==> config.mk <==
export PLATFORM = sky130hd
export DESIGN_NAME = spi_mem_responder
export DESIGN_NICKNAME = d
export VERILOG_FILES = /design/src/rtl/spi_mem_responder_pkg.sv /design/src/rtl/spi_mem_responder_input_sync.sv /design/src/rtl/spi_mem_responder.sv
export SDC_FILE = /design/constraint.sdc
export NUM_CORES = 2
export LEC_CHECK = 0
export ABC_CLOCK_PERIOD_IN_PS = 4350
export CAP_MARGIN = 30
export CORE_ASPECT_RATIO = 0.9
export CORE_MARGIN = 2
export CORE_UTILIZATION = 60
export DETAILED_ROUTE_END_ITERATION = 8
export MAX_ROUTING_LAYER = met4
export PLACE_DENSITY = 0.76
export SETUP_SLACK_MARGIN = 0.05
export SLEW_MARGIN = 5
export SYNTH_ARGS = -nofsm -noshare
export SYNTH_HDL_FRONTEND = slang
export SYNTH_SLANG_ARGS = --single-unit
export TNS_END_PERCENT = 1
==> constraint.sdc <==
create_clock -name clk -period 4.35 [get_ports clk]
set_input_delay 1.305 -clock clk [delete_from_list [all_inputs] [get_ports clk]]
set_output_delay 1.305 -clock clk [all_outputs]
set_load 0.05 [all_outputs]
==> src/rtl/spi_mem_responder_pkg.sv <==
// Constants and state encoding shared by the SPI memory responder and the
// CPU-side SPI memory controller.
package spi_mem_pkg;

  localparam logic [7:0] CMD_READ  = 8'h03;
  localparam logic [7:0] CMD_WRITE = 8'h02;
  localparam int         ADDR_BITS = 24;

  typedef enum logic [2:0] {
    ST_IDLE,
    ST_CMD,
    ST_ADDR,
    ST_READ,
    ST_WRITE,
    ST_IGNORE
  } state_t;

endpackage

==> src/rtl/spi_mem_responder_input_sync.sv <==
// Two-flop synchronisers for the SPI pins plus sclk edge detection on the
// synchronised copy.
module spi_input_sync (
  input  logic clk,
  input  logic rst_n,
  input  logic sclk,
  input  logic cs,
  input  logic mosi,
  output logic sclk_rise,
  output logic sclk_fall,
  output logic cs_n_s,
  output logic mosi_s
);

  logic r_sclk_meta, r_sclk_s, r_sclk_d;
  logic r_cs_meta, r_cs_s;
  logic r_mosi_meta, r_mosi_s;

  // cs resets to its idle (deselected) level so busy starts low
  always_ff @(posedge clk) begin
    if (!rst_n) begin
      r_sclk_meta <= 1'b0;
      r_sclk_s    <= 1'b0;
      r_sclk_d    <= 1'b0;
      r_cs_meta   <= 1'b1;
      r_cs_s      <= 1'b1;
      r_mosi_meta <= 1'b0;
      r_mosi_s    <= 1'b0;
    end else begin
      r_sclk_meta <= sclk;
      r_sclk_s    <= r_sclk_meta;
      r_sclk_d    <= r_sclk_s;
      r_cs_meta   <= cs;
      r_cs_s      <= r_cs_meta;
      r_mosi_meta <= mosi;
      r_mosi_s    <= r_mosi_meta;
    end
  end

  assign sclk_rise = r_sclk_s & ~r_sclk_d;
  assign sclk_fall = ~r_sclk_s & r_sclk_d;
  assign cs_n_s    = r_cs_s;
  assign mosi_s    = r_mosi_s;

endmodule

==> src/rtl/spi_mem_responder.sv <==
// SPI mode-0 serial SRAM model: READ/WRITE commands with a 24-bit address over
// an internal byte array, plus a backdoor load port.
module spi_mem_responder
  import spi_mem_pkg::*;
#(
  parameter int MEM_BYTES = 256
) (
  input  logic                         clk,
  input  logic                         rst_n,
  input  logic                         sclk,
  input  logic                         cs,
  input  logic                         mosi,
  output logic                         miso,
  input  logic                         load_en,
  input  logic [$clog2(MEM_BYTES)-1:0] load_addr,
  input  logic [7:0]                   load_data,
  output logic                         busy,
  output logic                         cmd_err,
  output state_t                       o_dbg_state
);

  localparam int IDX_W = $clog2(MEM_BYTES);

  logic w_sclk_rise, w_sclk_fall, w_cs_n_s, w_mosi_s;

  spi_input_sync u_sync (
    .clk       (clk),
    .rst_n     (rst_n),
    .sclk      (sclk),
    .cs        (cs),
    .mosi      (mosi),
    .sclk_rise (w_sclk_rise),
    .sclk_fall (w_sclk_fall),
    .cs_n_s    (w_cs_n_s),
    .mosi_s    (w_mosi_s)
  );

  logic [7:0]       r_mem [MEM_BYTES];
  state_t           r_state, w_state_nxt;
  logic [4:0]       r_cnt, w_cnt_nxt;
  logic [6:0]       r_shift, w_shift_nxt;
  logic [IDX_W-1:0] r_idx, w_idx_nxt;
  logic             r_is_wr, w_is_wr_nxt;
  logic             r_miso, w_miso_nxt;
  logic             r_cmd_err, w_cmd_err_nxt;
  logic             w_wr_en;
  logic [7:0]       w_byte, w_rd_byte;
  logic [1:0]       r_settle;
  logic             r_cs_seen_high;
  logic             r_ld_en;
  logic [IDX_W-1:0] r_ld_addr;
  logic [7:0]       r_ld_data;

  assign w_byte    = {r_shift, w_mosi_s};
  assign w_rd_byte = r_mem[r_idx];

  // A transaction may only start once cs has been seen high after reset, so a
  // reset in mid-transaction is never resumed from the middle of a frame.
  always_ff @(posedge clk) begin
    if (!rst_n) begin
      r_settle       <= 2'b00;
      r_cs_seen_high <= 1'b0;
    end else begin
      r_settle <= {r_settle[0], 1'b1};
      if (r_settle[1] && w_cs_n_s) r_cs_seen_high <= 1'b1;
    end
  end

  always_comb begin
    w_state_nxt   = r_state;
    w_cnt_nxt     = r_cnt;
    w_shift_nxt   = r_shift;
    w_idx_nxt     = r_idx;
    w_is_wr_nxt   = r_is_wr;
    w_miso_nxt    = r_miso;
    w_cmd_err_nxt = 1'b0;
    w_wr_en       = 1'b0;
    if (w_cs_n_s) begin
      w_state_nxt = ST_IDLE;
      w_cnt_nxt   = 5'd0;
      w_miso_nxt  = 1'b0;
    end else begin
      case (r_state)
        ST_IDLE: begin
          if (r_cs_seen_high) begin
            w_state_nxt = ST_CMD;
            w_cnt_nxt   = 5'd0;
          end
        end
        ST_CMD: begin
          if (w_sclk_rise) begin
            w_shift_nxt = w_byte[6:0];
            w_cnt_nxt   = r_cnt + 5'd1;
            if (r_cnt == 5'd7) begin
              w_cnt_nxt = 5'd0;
              if (w_byte == CMD_READ || w_byte == CMD_WRITE) begin
                w_state_nxt = ST_ADDR;
                w_is_wr_nxt = (w_byte == CMD_WRITE);
              end else begin
                w_state_nxt   = ST_IGNORE;
                w_cmd_err_nxt = 1'b1;
              end
            end
          end
        end
        ST_ADDR: begin
          // Only the low IDX_W address bits survive the shift, so addresses alias.
          if (w_sclk_rise) begin
            w_idx_nxt = {r_idx[IDX_W-2:0], w_mosi_s};
            w_cnt_nxt = r_cnt + 5'd1;
            if (r_cnt == 5'(ADDR_BITS - 1)) begin
              w_cnt_nxt   = 5'd0;
              w_state_nxt = r_is_wr ? ST_WRITE : ST_READ;
            end
          end
        end
        ST_READ: begin
          if (w_sclk_fall) begin
            w_miso_nxt = w_rd_byte[3'd7 - r_cnt[2:0]];
            w_cnt_nxt  = r_cnt + 5'd1;
            if (r_cnt[2:0] == 3'd7) begin
              w_cnt_nxt = 5'd0;
              w_idx_nxt = r_idx + IDX_W'(1);
            end
          end
        end
        ST_WRITE: begin
          if (w_sclk_rise) begin
            w_shift_nxt = w_byte[6:0];
            w_cnt_nxt   = r_cnt + 5'd1;
            if (r_cnt == 5'd7) begin
              w_wr_en   = 1'b1;
              w_cnt_nxt = 5'd0;
              w_idx_nxt = r_idx + IDX_W'(1);
            end
          end
        end
        ST_IGNORE: w_miso_nxt = 1'b0;
        default:   w_state_nxt = ST_IDLE;
      endcase
    end
  end

  always_ff @(posedge clk) begin
    if (!rst_n) begin
      r_state   <= ST_IDLE;
      r_cnt     <= 5'd0;
      r_shift   <= 7'd0;
      r_idx     <= '0;
      r_is_wr   <= 1'b0;
      r_miso    <= 1'b0;
      r_cmd_err <= 1'b0;
      r_ld_en   <= 1'b0;
      r_ld_addr <= '0;
      r_ld_data <= 8'd0;
    end else begin
      r_state   <= w_state_nxt;
      r_cnt     <= w_cnt_nxt;
      r_shift   <= w_shift_nxt;
      r_idx     <= w_idx_nxt;
      r_is_wr   <= w_is_wr_nxt;
      r_miso    <= w_miso_nxt;
      r_cmd_err <= w_cmd_err_nxt;
      r_ld_en   <= load_en;
      r_ld_addr <= load_addr;
      r_ld_data <= load_data;
    end
  end

  // Backdoor load is applied last so it wins a same-index collision.
  always_ff @(posedge clk) begin
    if (w_wr_en) r_mem[r_idx] <= w_byte;
    if (r_ld_en) r_mem[r_ld_addr] <= r_ld_data;
  end

  assign miso        = r_miso;
  assign busy        = ~w_cs_n_s;
  assign cmd_err     = r_cmd_err;
  assign o_dbg_state = r_state;

endmodule
**Zoomed window**

Window x 214 to 239, y 110 to 135 um. Cells in grey, sequential cells in the stronger grey; small squares are vias.
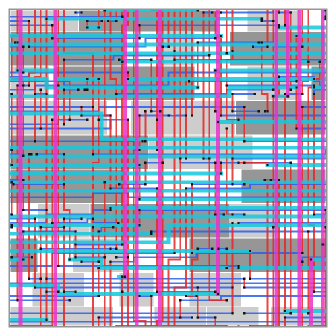
colour	layer
blue	met1
red	met2
cyan	met3
magenta	met4
sequential cells in the window	10
netlist names of flops here include	`r_mem` (10)
most frequent	mux2_2 (11), edfxtp_1 (10)
cells with their middle in the window	28

**Track usage over the die**

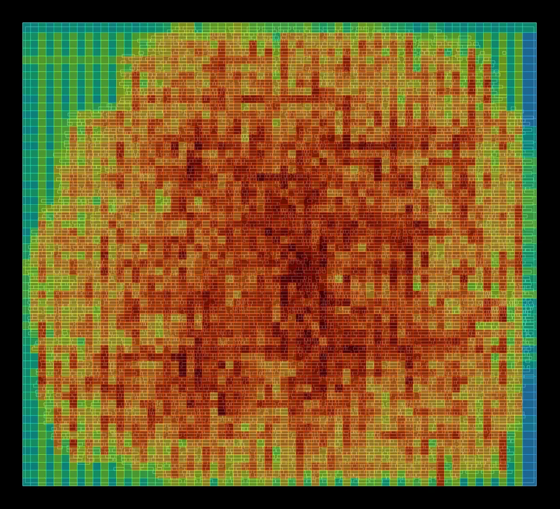
routing usage on met1: 55.8%
final core occ: 67.8%

**Pin map**

Scale: 1 px per um. Pins as bars across the die edge, other pins in grey.
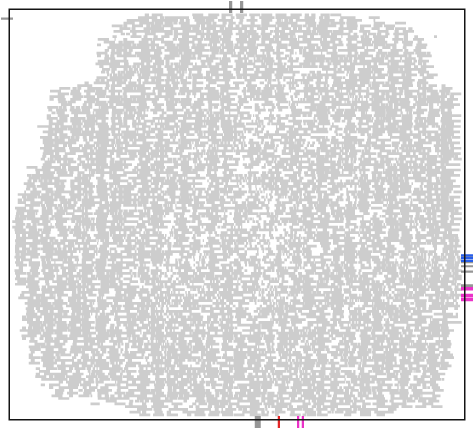
colour	port	pins	direction	edge
blue	`o_dbg_state`	3	output	right
magenta	`load_data`	8	input	6 right, 2 bottom
red	`miso`	1	output	bottom
all pins by edge	15 right, 8 bottom, 4 top, 1 left
Die H: 409 um
Die Width: 454 um
Port Buffers: 27

**Register map, names as in the netlist**

Scale: 1 px per um. Other sequential cells in the stronger grey, the rest of the logic in the fainter grey.
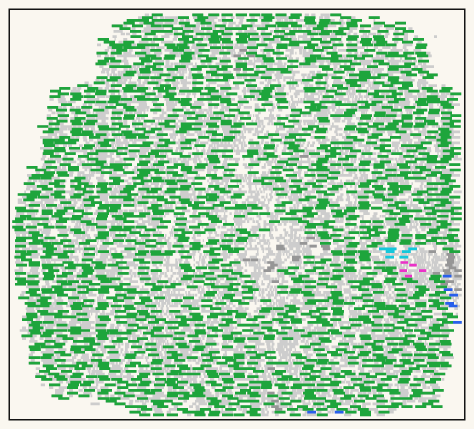
colour	netlist name	flops
green	`r_mem`	2048
cyan	`r_shift`	7
magenta	`r_cnt`	5
blue	`r_ld_data`	8
sequential fraction of total cell area: 51.2%
seq pwr: 0.0221 W

==> metrics.csv <==
stage;metric;value;unit
die;number of tapcells;2400;
worst_setup_path;Crit. End Element;flip-flop;
worst_setup_path;CP cell instances;buf_12, buf_4, buf_4, mux4_2, nand2_1, and3_1, a211oi_1, nor4_1, nor4_1, buf_4, o2111ai_1, o211ai_2;
placed_design;Area after DPL;116000;um^2
cts;cts repair resizes;0;
yosys;average instance area after synthesis;15.4;um^2
routing;wire per inst;38.6;um
hold_path;hold worst-path end;r_settle[1];
layout;Top cells excl fill/tap;mux2_2, edfxtp_1, buf_4;
yosys;Post-synth EDFFs;2048;
worst_setup_path;critical path class;flip-flop to flip-flop;
hold_path;hold_sp;r_settle[0];
layout;Seq cells;2109;
worst_setup_path;CP arrival;5.16;ns
routing;final WL;384000;um
timing;Final Setup Violations;1;
die;FP Rows;148;
timing;fin crit share;100;%
timing;Slew Limit Fails;0;
cts;Hold-fix buffers, CTS;0;
worst_setup_path;WP buf/inv;4;
layout;final non-filler cell area;123000;um^2
die;fp util;60.4;%
layout;logic share of the area;35.3;%
flow_run;MaxCap Viol Count;0;
yosys;cell area after synthesis;109000;um^2
cts;CTS sink count;2109;
timing;maximum clock frequency;229;MHz
status;failing checks;setup timing;
timing;Setup Skew;0.0435;ns
global_route;All-Layer GR Usage;42.2;%
power;Leakage;43.7;nW
global_route;vias in the first global route;70400;
layout;Clock-cell share;5.50;%
cts;CTS tree;done;
yosys;Post-synth seq share;57.4;%
routing;drt drc;0;
placed_design;RePlAce Congestion;1.05;
cts;Setup Buffers After CTS;0;
timing;max_slew headroom;27.3;%
worst_setup_path;Startpoint Class;flip-flop;
placed_design;DPL Wire Length;242000;um
timing;RSZ-0062 raised after global routing;false;
layout;register area;62800;um^2
layout;Cell Count, Final, Fillers Out;9946;
hold_path;WHS Path Cells;1;
die;num ports;28;
yosys;Synth Instances;7078;
cts;maximum clock path buffer count;3;
timing;actual slew at the worst max-slew pin;1.09;ns
die;CORE AREA;181000;um^2
worst_setup_path;Req. time, crit path;5.16;ns
flow_run;tool warning count;90;
yosys;Primary FF master, synth;edfxtp_1;
worst_setup_path;most used cell along the critical path;buf_4;
power;peak supply drop;0.440;mV
worst_setup_path;max incr delay on CP;0.92;ns
global_route;largest net degree at the start of global routing;157;
status;status;complete, but fails checks;
power;Power, Total;0.0411;W
timing;worst setup margin;-0.00736;ns
cts;clock-pin slew on the worst setup and hold paths;0.06;ns
placed_design;dpl cells;9481;
layout;Gate Area;43200;um^2
layout;Non-clk bufs;774;
yosys;floorplan net count;7106;
layout;most numerous logic cell after layout;mux2_2;
worst_setup_path;CP endpoint;miso;
worst_setup_path;highest-delay cell along the critical path;nor4_1;
routing;DRT iter0 DRCs;14000;
layout;inverter count;17;
cts;H-tree levels;4;
die;die area;186000;um^2
yosys;ys async rst share;0;%
## cell usage after synthesis, drive strengths merged, types with 20 or more instances
library cell | number | area share (%)
o221ai | 41 | 0.33
nand2 | 278 | 0.96
o21ai | 172 | 0.79
a211oi | 29 | 0.20
nor2b | 50 | 0.29
nand2b | 24 | 0.14
o22ai | 203 | 1.2
a21oi | 71 | 0.33
nor3 | 55 | 0.25
and2 | 27 | 0.15
buf | 151 | 1.0
mux4 | 438 | 9.0
nand4 | 20 | 0.11
nor2 | 248 | 0.85
a31oi | 20 | 0.11
nand3 | 63 | 0.29
mux2i | 182 | 1.7
nor4 | 23 | 0.13
clkbuf | 615 | 2.1
dfxtp | 61 | 1.1
a22oi | 39 | 0.27
edfxtp | 2048 | 56
mux2 | 2077 | 21
## per-layer routing
layer	up-vias	wire, um	track usage (%)	share of wire, %
li1	28600	-	-	-
met2	6689	160000	56.0	42
met1	37500	136000	55.8	36
met5	-	0	-	0
met3	1249	63400	16.8	17
met4	0	23700	22.2	6.2
## cells by family (layout without fill, tap and decap cells)
kind of cell             after synthesis  count (layout)  share of synthesized area (%)
buffers and inverters                783            1181                           3.19
adder cells (fa/ha/maj)                6               6                         0.0687
AND/OR/NAND/NOR                      828             828                           3.43
other                                  0              70                              0
flip-flops                          2109            2109                           57.4
AND-OR/OR-AND                        655             655                           3.83
multiplexers                        2697            2697                           32.1
## where the power goes
part	total (W)	internal [W]	switching [W]
sequential	0.0221	0.0220	0.0000858
combinational	0.000733	0.000190	0.000544
clock	0.0183	0.0101	0.00822
## sequential cells by signal, indices dropped and copies added, names as in the netlist, 2 cells and up, named ones only
signal and cells:
o_dbg_state 3, r_ld_data 8, r_shift 7, r_settle 2, r_cnt 5, r_ld_addr 8, r_idx 8, r_mem 2048
Power figures rest on the tool's default switching activity, not on a simulated workload.
